$ cat src/rtl/fetch_unit.sv
// Instruction fetch front end: fetch PC, in-order imem requests, prefetch FIFO, redirect flush.
// Define FETCH_BYPASS_EN to let a response reach decode in its arrival cycle.
module fetch_unit #(
    parameter logic [31:0] RESET_PC = 32'hBFC00000,
    parameter int          DEPTH    = 2
) (
    input  logic        clk,
    input  logic        rst_n,
    output logic        imem_req_valid,
    input  logic        imem_req_ready,
    output logic [31:0] imem_req_addr,
    input  logic        imem_rsp_valid,
    input  logic [31:0] imem_rsp_data,
    input  logic        redirect,
    input  logic [31:0] redirect_pc,
    output logic        instr_valid,
    input  logic        instr_ready,
    output logic [31:0] instr,
    output logic [31:0] instr_pc,
    output logic [31:0] instr_pc_plus4
);
    localparam int IW = (DEPTH > 1) ? $clog2(DEPTH) : 1;
    localparam int CW = $clog2(DEPTH + 1);
    localparam int DW = $clog2(2 * DEPTH + 1);
    localparam logic [IW-1:0] LAST    = IW'(DEPTH - 1);
    localparam logic [CW-1:0] DEPTH_C = CW'(DEPTH);

    logic [31:0]   fetch_pc_q, fetch_pc_d;
    logic [31:0]   rsp_pc_q, rsp_pc_d;
    logic [CW-1:0] count_q, count_d;
    logic [CW-1:0] out_q, out_d;
    logic [DW-1:0] drop_q, drop_d;
    logic [IW-1:0] head_q, head_d;
    logic [IW-1:0] tail_q, tail_d;
    logic [31:0]   fifo_pc_q [DEPTH];
    logic [31:0]   fifo_pc_d [DEPTH];
    logic [31:0]   fifo_word_q [DEPTH];
    logic [31:0]   fifo_word_d [DEPTH];

    logic [31:0] tgt_pc;
    logic [CW:0] credit;
    logic        fifo_nonempty;
    logic        rsp_drop;
    logic        rsp_take;
    logic        bypass_hit;
    logic        issue;
    logic        pop;
    logic        push;

    function automatic logic [IW-1:0] ptr_inc(input logic [IW-1:0] p);
        return (p == LAST) ? '0 : p + IW'(1);
    endfunction

    assign tgt_pc        = redirect_pc & 32'hFFFF_FFFC;
    assign credit        = {1'b0, count_q} + {1'b0, out_q};
    assign fifo_nonempty = (count_q != '0);

    assign imem_req_valid = rst_n && !redirect && (credit < {1'b0, DEPTH_C});
    assign imem_req_addr  = fetch_pc_q;

    // A flushed request's response only pays down the drop debt.
    assign rsp_drop = imem_rsp_valid && (drop_q != '0);
    assign rsp_take = imem_rsp_valid && (drop_q == '0) && !redirect;

`ifdef FETCH_BYPASS_EN
    assign bypass_hit = rsp_take && !fifo_nonempty;
`else
    assign bypass_hit = 1'b0;
`endif

    assign issue = imem_req_valid && imem_req_ready;
    assign pop   = fifo_nonempty && instr_ready;
    assign push  = rsp_take && !(bypass_hit && instr_ready);

    always_comb begin
        instr_valid = fifo_nonempty || bypass_hit;
        instr       = '0;
        instr_pc    = '0;
        if (fifo_nonempty) begin
            instr    = fifo_word_q[head_q];
            instr_pc = fifo_pc_q[head_q];
        end else if (bypass_hit) begin
            instr    = imem_rsp_data;
            instr_pc = rsp_pc_q;
        end
        instr_pc_plus4 = instr_valid ? instr_pc + 32'd4 : '0;
    end

    always_comb begin
        fetch_pc_d  = fetch_pc_q;
        rsp_pc_d    = rsp_pc_q;
        drop_d      = drop_q;
        head_d      = head_q;
        tail_d      = tail_q;
        fifo_pc_d   = fifo_pc_q;
        fifo_word_d = fifo_word_q;
        count_d     = count_q + CW'(push) - CW'(pop);
        out_d       = out_q + CW'(issue) - CW'(rsp_take);
        if (push) begin
            fifo_pc_d[tail_q]   = rsp_pc_q;
            fifo_word_d[tail_q] = imem_rsp_data;
            tail_d              = ptr_inc(tail_q);
        end
        if (pop) begin
            head_d = ptr_inc(head_q);
        end
        if (rsp_take) begin
            rsp_pc_d = rsp_pc_q + 32'd4;
        end
        if (rsp_drop) begin
            drop_d = drop_q - DW'(1);
        end
        if (issue) begin
            fetch_pc_d = fetch_pc_q + 32'd4;
        end
        // Everything still owed by memory becomes debt; a response now settles one.
        if (redirect) begin
            fetch_pc_d = tgt_pc;
            rsp_pc_d   = tgt_pc;
            count_d    = '0;
            out_d      = '0;
            head_d     = '0;
            tail_d     = '0;
            drop_d     = drop_q + DW'(out_q) - DW'(imem_rsp_valid);
        end
    end

    always_ff @(posedge clk) begin
        if (!rst_n) begin
            fetch_pc_q <= RESET_PC & 32'hFFFF_FFFC;
            rsp_pc_q   <= RESET_PC & 32'hFFFF_FFFC;
            count_q    <= '0;
            out_q      <= '0;
            drop_q     <= '0;
            head_q     <= '0;
            tail_q     <= '0;
            for (int i = 0; i < DEPTH; i++) begin
                fifo_pc_q[i]   <= '0;
                fifo_word_q[i] <= '0;
            end
        end else begin
            fetch_pc_q  <= fetch_pc_d;
            rsp_pc_q    <= rsp_pc_d;
            count_q     <= count_d;
            out_q       <= out_d;
            drop_q      <= drop_d;
            head_q      <= head_d;
            tail_q      <= tail_d;
            fifo_pc_q   <= fifo_pc_d;
            fifo_word_q <= fifo_word_d;
        end
    end
endmodule
$ cat config.mk
export PLATFORM = sky130hd
export DESIGN_NAME = fetch_unit
export DESIGN_NICKNAME = d
export VERILOG_FILES = /design/src/rtl/fetch_unit.sv
export SDC_FILE = /design/constraint.sdc
export NUM_CORES = 1
export LEC_CHECK = 0
export CORE_MARGIN = 1.5
export CORE_UTILIZATION = 25
export CTS_BUF_LIST = sky130_fd_sc_hd__clkbuf_16
export DETAILED_ROUTE_END_ITERATION = 12
export GPL_TIMING_DRIVEN = 0
export PLACE_DENSITY = 0.43
export SLEW_MARGIN = 0
export SYNTH_ARGS = -nofsm -noshare
export SYNTH_HDL_FRONTEND = slang
export SYNTH_SLANG_ARGS = --single-unit
$ cat constraint.sdc
create_clock -name clk -period 9.1 [get_ports clk]
set_input_delay 2.275 -clock clk [delete_from_list [all_inputs] [get_ports clk]]
set_output_delay 2.275 -clock clk [all_outputs]
set_load 0.1 [all_outputs]
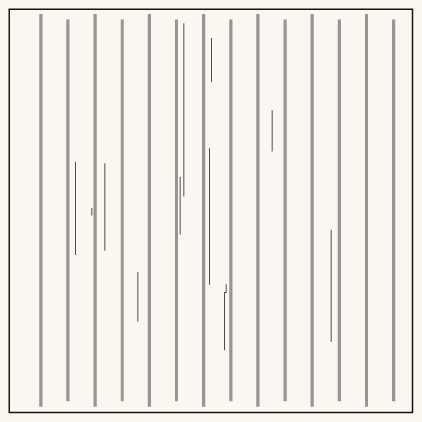
Figure 1: M4 wires.
Scale: 2 px per micron. Supply wires on this layer in grey.
wire length on this layer: 432 microns
nets with wire on the layer: 8
main direction: vertical
longest straight run: 86.4 microns
via count: 9601
total wire length: 36.80 mm

==> job_summary.md <==
### Metrics collected by this job

| Metric | Value |
|---|---|
| Routed len/inst | 18.18 microns |
| # DRC | 0 |
| Clock sink total | just under 200 |
| Commonest Layout Cell | nand2_1 |
| Slowest Stage Delay on Critical Path | 1.18 ns |
| Met2 Use GR | 29.61% |
| Most frequent cells in the layout | nand2_1 (310), dfxtp_1 (193), clkdlybuf4s50_1 (190) |
| Peak VDD IR | 0.0001335 V |
| Final hold slack | 0.4544 ns |
| Pwr per Cell Area | 166.5 nW/um^2 |
| Grt ovf | 0 |
| Grt met1 use | around a quarter |
| Top sig layer | met4 |
| Setup slack, reg-to-reg | between 6 and 7 ns |
| Outcome | completed |
| Startpoint types | flop |
| OpenROAD warnings | 29 |
| Die Wd | around 200 microns |
| Max-slew violations | 0 |
| Design area | 12950 sq um |
| Crit share post-route | between 80% and 90% |
| WL met3 | 1.550 mm |
| Worst Hold Endpoint | fifo_word_q[35]$_SDFFE_PN0P_ |
| Hold Crit Class | flop to flop |
| Initial Util | 25.32% |
| Syn Inst Count | approximately 1300 |
| First-pass iteration count of the detailed router | 5 |
| CP delay by family, top | buffers and inverters |
| Clock Path Buffers | 2 |
| Worst Skew | roughly 0.022 ns |
| Reg2reg start | count_q[0]$_SDFF_PP0_ |
| Die area | between 40000 and 50000 sq um |
| Hold buffer count at cts | 0 |
| Largest net degree at the start of global routing | 19 |
| CP bufs+invs | 6 |
| Global-route usage over all layers | 18.23% |
| Post-synthesis cell area | 9787 sq um |
| Top_reg_cell synth | dfxtp_1 |
| Core Rows | 72 |
| Combinational cell fraction of total power | 20.0% |
| Fin crit period | about 8.2 ns |
| Biggest area cells | dfxtp_1 (39%), nand2_1 (12%), a21oi_1 (8.5%) |
| Adder share | 1.943% |
| Ys Warns | 0 |
| Most used routing layer | met2 |
| Initial antenna violation count | 0 |
| IO Count | 200 |
| Worst Reg-to-Reg Cells | 11 |
| Vias in the first global route | 9518 |
| Top-count cell post-synth | nand2_1 |
| RePlAce Congestion | roughly 0.84 |
| P_sw | slightly above 0.0007 W |
| Final setup viols | 0 |
| P_leak | 4.175 nW |
| CTS tree | built |
| Core ar. | 38650 sq um |
| Post-DRT Antenna Nets | 0 |
| Clock-pin slew on the worst setup and hold paths | about 0.07 ns |
| Largest family of logic cells by area | simple AND/OR/NAND/NOR gates |
| Worst slew margin | 8.343% |
| P&R area growth vs syn | 32.31% |
| Hold depth | 2 |
| Syn Area/Cell | 7.652 sq um |
| Met2 WL | roughly 17 mm |
| Pint | 0.001437 W |
| Slowest cell on the critical path | clkdlybuf4s50_1 |
| Power Total | 0.002156 W |
| Yosys reg bits | around 190 |
| Die Span Y | roughly 200 microns |
| Final WS setup | roughly 0.95 ns |
| First-pass GRT wire length | 56.86 mm |
| Pre-CTS setup slack | 1.305 ns |
| Seq share, synth | 39.48% |
| Met3 GRT Util | about 2.6% |
| RSZ-0062 raised after global routing | no |
| Cell Type Count | roughly 61 |
| FMAX | 0.1226 GHz |
| Synth area leader | dfxtp_1 |
| Max_cap viols | 0 |
| CTS Buf Count | 17 |
| Power share of the clock group | 36.3% |
| Share of layout cells above drive strength 1 | 4.515% |
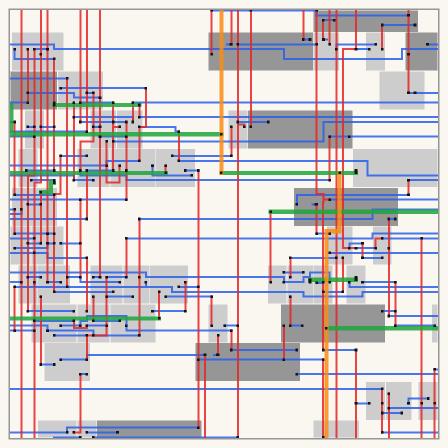
Figure 2: layout detail.
Window x 85 to 115, y 45 to 75 microns. Cells in grey, sequential cells in the stronger grey; small squares are vias.
| colour | layer |
|---|---|
| blue | metal 1 |
| green | metal 3 |
| orange | metal 4 |
| red | metal 2 |
netlist names of flops here include: `fifo_pc_q` (4), `rsp_pc_q` (2)
most frequent: nand2_1 (9), dfxtp_1 (6), a21oi_1 (4)
cells with their middle in the window: 42
sequential cells in the window: 6

## metrics by stage
step / instances / utilization, %
finish: 2024 / 33.50
global route: 2024 / 33.50
CTS: 2024 / 33.50
detailed placement: 1992 / 31.97
global placement: 1992 / 31.97
floorplan: 1284 / -
## layout make-up
cell class | instances | area, sq um
tap | 518 | 648.1
buffer | 89 | 381.6
sequential | 193 | 3864
multi-input combinational | 973 | 5451
clock buffer | 17 | 425.4
clock inverter | 15 | 167.7
inverter | 29 | 108.9
timing repair buffer | 190 | 1902
fill | 4169 | 25700
## power groups by stage
stage	combinational (W)	clock [W]	sequential, W
floorplan	0.000233	0	0.00101
global placement	0.000433	0	0.000959
detailed placement	0.000433	0	0.000960
CTS	0.000435	0.000799	0.000940
global route	0.000469	0.000828	0.000949
finish	0.000431	0.000783	0.000941
## how the worst max path moves through the flow
stage	startpoint	slack, ns	end	depth (start not counted)
6_report	count_q[1]$_SDFF_PP0_	0.95	instr_pc_plus4[12]	12
3_5_place_dp	count_q[1]$_SDFF_PP0_	1.30	instr_pc_plus4[12]	12
3_3_place_gp	count_q[1]$_SDFF_PP0_	1.26	instr_pc_plus4[12]	12
4_1_cts	count_q[1]$_SDFF_PP0_	0.81	instr_pc_plus4[12]	12
2_1_floorplan	head_q$_SDFFE_PP0P_	0.86	instr_pc_plus4[12]	12
5_1_grt	count_q[1]$_SDFF_PP0_	0.48	instr_pc_plus4[12]	12
## worst min-delay path, cell delays in order (launching register included)
cell	delay, ns
dfxtp_1	0.31
nand2_1	0.05
a21oi_1	0.05
## registers in the layout, summed over array words and instances (netlist names)
name and flops:
tail_q 1, head_q 1, rsp_pc_q 30, fifo_word_q 64, drop_q 3, fifo_pc_q 60, out_q 2, count_q 2
imem_req_addr 30
Power and IR drop assume default switching activity.
